### Placement by cell class

Bar = 20 um. Fill, decap, tap and diode cells in grey.
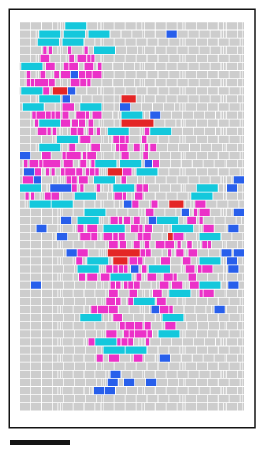
### Clock nets

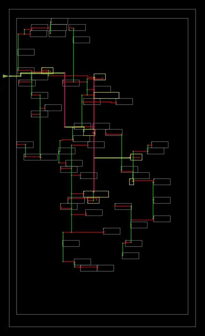
### Drive-strength map

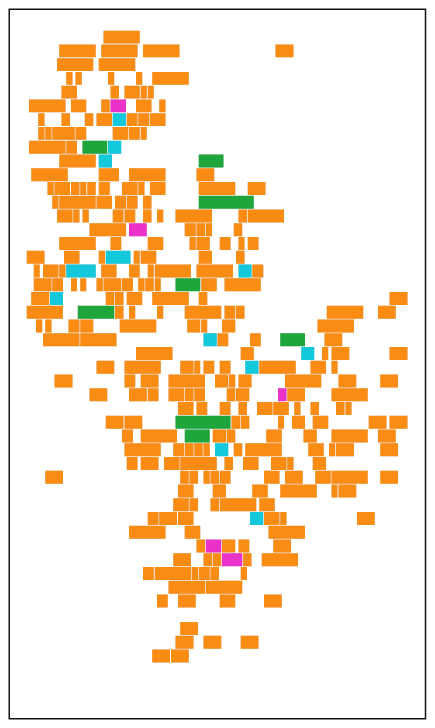
### Logic cells by family

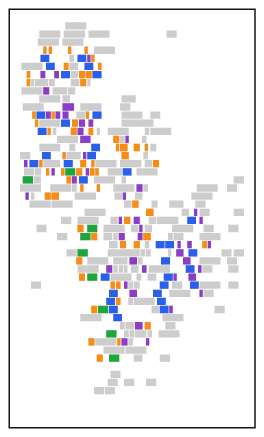
### Signal wires on met2

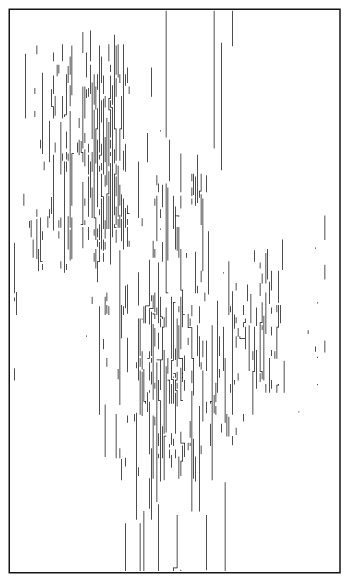
$ cat src/rtl/hamming_pkg.sv
`default_nettype none
// ============================================================================
// Module   : hamming_pkg
// Brief    : Shared types and code-word bit positions for the Hamming(7,4)
//            demo sequencer.
// Revision : 1.0 - initial release
// ============================================================================
package hamming_pkg;

    // Sequencer states; every state between CAPTURE and CORRECT lasts one cycle
    typedef enum logic [2:0] {
        IDLE    = 3'd0,
        CAPTURE = 3'd1,
        ENCODE  = 3'd2,
        INJECT  = 3'd3,
        DECODE  = 3'd4,
        CORRECT = 3'd5,
        SHOW    = 3'd6
    } state_t;

    // Bit index inside code[6:0]; code position k lives at bit k-1
    localparam int POS_P1 = 0;
    localparam int POS_P2 = 1;
    localparam int POS_D1 = 2;
    localparam int POS_P3 = 3;
    localparam int POS_D2 = 4;
    localparam int POS_D3 = 5;
    localparam int POS_D4 = 6;

    // Pull the data bits back out of a code word as {d1,d2,d3,d4}
    function automatic logic [3:0] extract_data(input logic [6:0] code);
        return {code[POS_D1], code[POS_D2], code[POS_D3], code[POS_D4]};
    endfunction

endpackage : hamming_pkg
`default_nettype wire

$ cat src/rtl/hamming74_core.sv
`default_nettype none
// ============================================================================
// Module   : hamming74_core
// Brief    : Combinational Hamming(7,4) encoder and syndrome generator.
// Revision : 1.0 - initial release
// ============================================================================
module hamming74_core
    import hamming_pkg::*;
(
    input  logic [3:0] i_data,   // {d1,d2,d3,d4}
    input  logic [6:0] i_code,   // bit[k] = position k+1
    output logic [6:0] o_code,
    output logic [2:0] o_syn     // {s3,s2,s1}
);

    // Place data bits and the three even-parity bits into the code layout
    always_comb begin
        o_code         = '0;
        o_code[POS_D1] = i_data[3];
        o_code[POS_D2] = i_data[2];
        o_code[POS_D3] = i_data[1];
        o_code[POS_D4] = i_data[0];
        o_code[POS_P1] = i_data[3] ^ i_data[2] ^ i_data[0];
        o_code[POS_P2] = i_data[3] ^ i_data[1] ^ i_data[0];
        o_code[POS_P3] = i_data[2] ^ i_data[1] ^ i_data[0];
    end

    // Parity checks; the resulting value names the flipped position
    always_comb begin
        o_syn    = '0;
        o_syn[0] = i_code[POS_P1] ^ i_code[POS_D1] ^ i_code[POS_D2] ^ i_code[POS_D4];
        o_syn[1] = i_code[POS_P2] ^ i_code[POS_D1] ^ i_code[POS_D3] ^ i_code[POS_D4];
        o_syn[2] = i_code[POS_P3] ^ i_code[POS_D2] ^ i_code[POS_D3] ^ i_code[POS_D4];
    end

endmodule : hamming74_core
`default_nettype wire

$ cat src/rtl/hamming_seq_ctrl.sv
`default_nettype none
// ============================================================================
// Module   : hamming_seq_ctrl
// Brief    : Start-button debounce plus the capture/encode/inject/decode/
//            correct sequencer; results are held for display until the next
//            debounced press.
// Revision : 1.0 - initial release
// ============================================================================
module hamming_seq_ctrl
    import hamming_pkg::*;
#(
    parameter int DEB_CYCLES = 270000
) (
    input  logic       clk,
    input  logic       rst_n,
    input  logic [3:0] data_in,
    input  logic [2:0] err_pos,
    input  logic       start,
    output logic [6:0] code_word,
    output logic [2:0] syndrome,
    output logic [3:0] corrected,
    output logic       err_flag,
    output logic       busy,
    output logic       done,
    output logic       disp_valid
);

    localparam int             CNT_W     = $clog2(DEB_CYCLES + 1);
    localparam logic [CNT_W-1:0] c_cnt_max = CNT_W'(DEB_CYCLES - 1);

    logic [CNT_W-1:0] r_cnt;
    logic             r_start_filt;
    logic             r_start_filt_d;
    logic             w_start_evt;

    state_t           r_state;
    logic [3:0]       r_data;
    logic [2:0]       r_pos;

    logic [6:0]       w_enc_code;
    logic [2:0]       w_syn;
    logic [6:0]       w_inj_mask;
    logic [6:0]       w_fix_mask;
    logic [6:0]       w_fixed;

    // Shared encoder/syndrome block: encodes the captured data and checks the held word
    hamming74_core u_core (
        .i_data (r_data),
        .i_code (code_word),
        .o_code (w_enc_code),
        .o_syn  (w_syn)
    );

    // Debounce: the filtered level follows start only after DEB_CYCLES straight disagreements
    always_ff @(posedge clk) begin
        if (!rst_n) begin
            r_cnt          <= '0;
            r_start_filt   <= 1'b0;
            r_start_filt_d <= 1'b0;
        end else begin
            r_start_filt_d <= r_start_filt;
            if (start != r_start_filt) begin
                if (r_cnt == c_cnt_max) begin
                    r_start_filt <= start;
                    r_cnt        <= '0;
                end else begin
                    r_cnt <= r_cnt + CNT_W'(1);
                end
            end else begin
                r_cnt <= '0;
            end
        end
    end

    assign w_start_evt = r_start_filt & ~r_start_filt_d;

    // Single-bit masks for error injection (position 0 = none) and correction
    always_comb begin
        w_inj_mask = '0;
        w_fix_mask = '0;
        if (r_pos != 3'd0) begin
            w_inj_mask = 7'd1 << (r_pos - 3'd1);
        end
        if (syndrome != 3'd0) begin
            w_fix_mask = 7'd1 << (syndrome - 3'd1);
        end
    end

    assign w_fixed = code_word ^ w_fix_mask;

    // Sequencer with registered status outputs; each result updates only in its own state
    always_ff @(posedge clk) begin
        if (!rst_n) begin
            r_state    <= IDLE;
            r_data     <= '0;
            r_pos      <= '0;
            code_word  <= '0;
            syndrome   <= '0;
            corrected  <= '0;
            err_flag   <= 1'b0;
            busy       <= 1'b0;
            done       <= 1'b0;
            disp_valid <= 1'b0;
        end else begin
            done <= 1'b0;
            case (r_state)
                IDLE: begin
                    if (w_start_evt) begin
                        r_state <= CAPTURE;
                        busy    <= 1'b1;
                    end
                end
                CAPTURE: begin
                    r_data  <= data_in;
                    r_pos   <= err_pos;
                    r_state <= ENCODE;
                end
                ENCODE: begin
                    code_word <= w_enc_code;
                    r_state   <= INJECT;
                end
                INJECT: begin
                    code_word <= code_word ^ w_inj_mask;
                    r_state   <= DECODE;
                end
                DECODE: begin
                    syndrome <= w_syn;
                    r_state  <= CORRECT;
                end
                CORRECT: begin
                    corrected  <= extract_data(w_fixed);
                    err_flag   <= (syndrome != 3'd0);
                    r_state    <= SHOW;
                    busy       <= 1'b0;
                    done       <= 1'b1;
                    disp_valid <= 1'b1;
                end
                SHOW: begin
                    if (w_start_evt) begin
                        r_state    <= CAPTURE;
                        busy       <= 1'b1;
                        disp_valid <= 1'b0;
                    end
                end
                default: begin
                    r_state    <= IDLE;
                    busy       <= 1'b0;
                    disp_valid <= 1'b0;
                end
            endcase
        end
    end

endmodule : hamming_seq_ctrl
`default_nettype wire

$ cat config.mk
export PLATFORM = sky130hd
export DESIGN_NAME = hamming_seq_ctrl
export DESIGN_NICKNAME = d
export VERILOG_FILES = /design/src/rtl/hamming_pkg.sv /design/src/rtl/hamming74_core.sv /design/src/rtl/hamming_seq_ctrl.sv
export SDC_FILE = /design/constraint.sdc
export NUM_CORES = 1
export LEC_CHECK = 0
export CAP_MARGIN = 20
export CORE_AREA = 3 3 79 137
export CTS_BUF_LIST = sky130_fd_sc_hd__clkbuf_8
export DETAILED_ROUTE_END_ITERATION = 6
export DIE_AREA = 0 0 82 140
export SLEW_MARGIN = 20
export SYNTH_ARGS = -nofsm -noshare
export SYNTH_HDL_FRONTEND = slang
export SYNTH_SLANG_ARGS = --single-unit
$ cat constraint.sdc
create_clock -name clk -period 1.9 [get_ports clk]
set_input_delay 0.38 -clock clk [delete_from_list [all_inputs] [get_ports clk]]
set_output_delay 0.38 -clock clk [all_outputs]
set_load 0.01 [all_outputs]
==> datasheet_impl.txt <==
Implementation parameters

Parameter                              Value

STA
  Final period util .................. 94.0%
  Setup Total Neg Slack .................. 0 ns
  RSZ-0062 raised after global routing .................. false
  Final Worst Setup Slack .................. 0.113 ns

Critical path
  Crit Reg-Reg Startpoint .................. r_cnt[0]$_SDFF_PP0_
  Maximum fanout count along the critical path .................. 6
  Peak per-stage delay on the critical path .................. 0.61 ns

Synthesis
  Post-synth EDFFs .................. 0
  Yosys warning tally .................. 0
  FA/HA/MAJ Cells, Area Fraction .................. 0.518%
  Synthesized netlist net count .................. 287
  Portion of synthesized cell area occupied by the leading cell type .................. 40.6%
  Proportion of synthesized chip area in sequential cells .................. 40.6%

Placement
  Final weighted congestion in routability-driven placement .................. 0.747

CTS
  Clock Latency Late Sink .................. 0.31 ns
  Setup Buffers After CTS .................. 0

Power
  Power spent charging and discharging nets .................. 0.000392 W
  Fraction of power consumed by sequential logic .................. 52.2%
  Leakage component of the power .................. 1.04 nW

Global route
  Routing usage on met2 .................. 17.8%

Layout
  Most frequent logic cell in the layout .................. sky130_fd_sc_hd__dfxtp_1

Flow run
  Number of maximum-capacitance violations .................. 0

Status
  Status .................. finished, final reports clean
## Picture notes: 'Placement by cell class'
Key: blue = remaining buffers and delay cells [cells 38]; magenta = remaining logic cells [cells 210]; cyan = sequential cells [cells 49]; red = clock drivers and dummy loads [cells 8]

## Picture notes: 'Clock nets'
clock tree buffer count of the final layout: 5
Num CTS Buffers: 5
Clock Skews: 0.00414 ns
sink count of the clock tree: 49
FF+latch count: 49

## Picture notes: 'Drive-strength map'
Key: green = x6 and larger [cells 8, share 2.6%, most used clkbuf_8]; magenta = x2 [cells 5, share 1.6%, most used or3b_2]; cyan = x3 and x4 [cells 12, share 3.9%, most used buf_4]; orange = x1 and smaller [cells 280, share 92%, most used dfxtp_1]

## Picture notes: 'Logic cells by family'
Key: green = mux cells [cells 9, most used mux2i_1]; purple = nand cells [cells 46, most used nand2_1]; orange = nor cells [cells 60, most used nor2_1]; blue = xor and xnor cells [cells 34, most used xnor2_1]

## Picture notes: 'Signal wires on met2'
The wires run mostly vertical. The layer carries 2,890 um of wire.

how the worst max path moves through the flow:
stage                     cells past startpoint                       from  slack [ns]                    to
final                                         1  code_word[5]$_SDFFE_PN0P_        0.11          code_word[5]
after global routing                          1  code_word[5]$_SDFFE_PN0P_        0.05          code_word[5]
after CTS                                     1  code_word[5]$_SDFFE_PN0P_        0.05          code_word[5]
after detailed placement                      5       r_cnt[10]$_SDFF_PP0_        0.26  r_cnt[18]$_SDFF_PP0_
after global placement                        5       r_cnt[10]$_SDFF_PP0_        0.28  r_cnt[18]$_SDFF_PP0_
after floorplan                               5        r_cnt[0]$_SDFF_PP0_        0.27  r_cnt[18]$_SDFF_PP0_
routing by layer:
metal	up-vias	wire [um]
met4	0	125
met3	10	173
met1	945	2200
met2	36	2890
met5	-	0
li1	1010	-
Power is estimated from default activity; no workload was simulated.
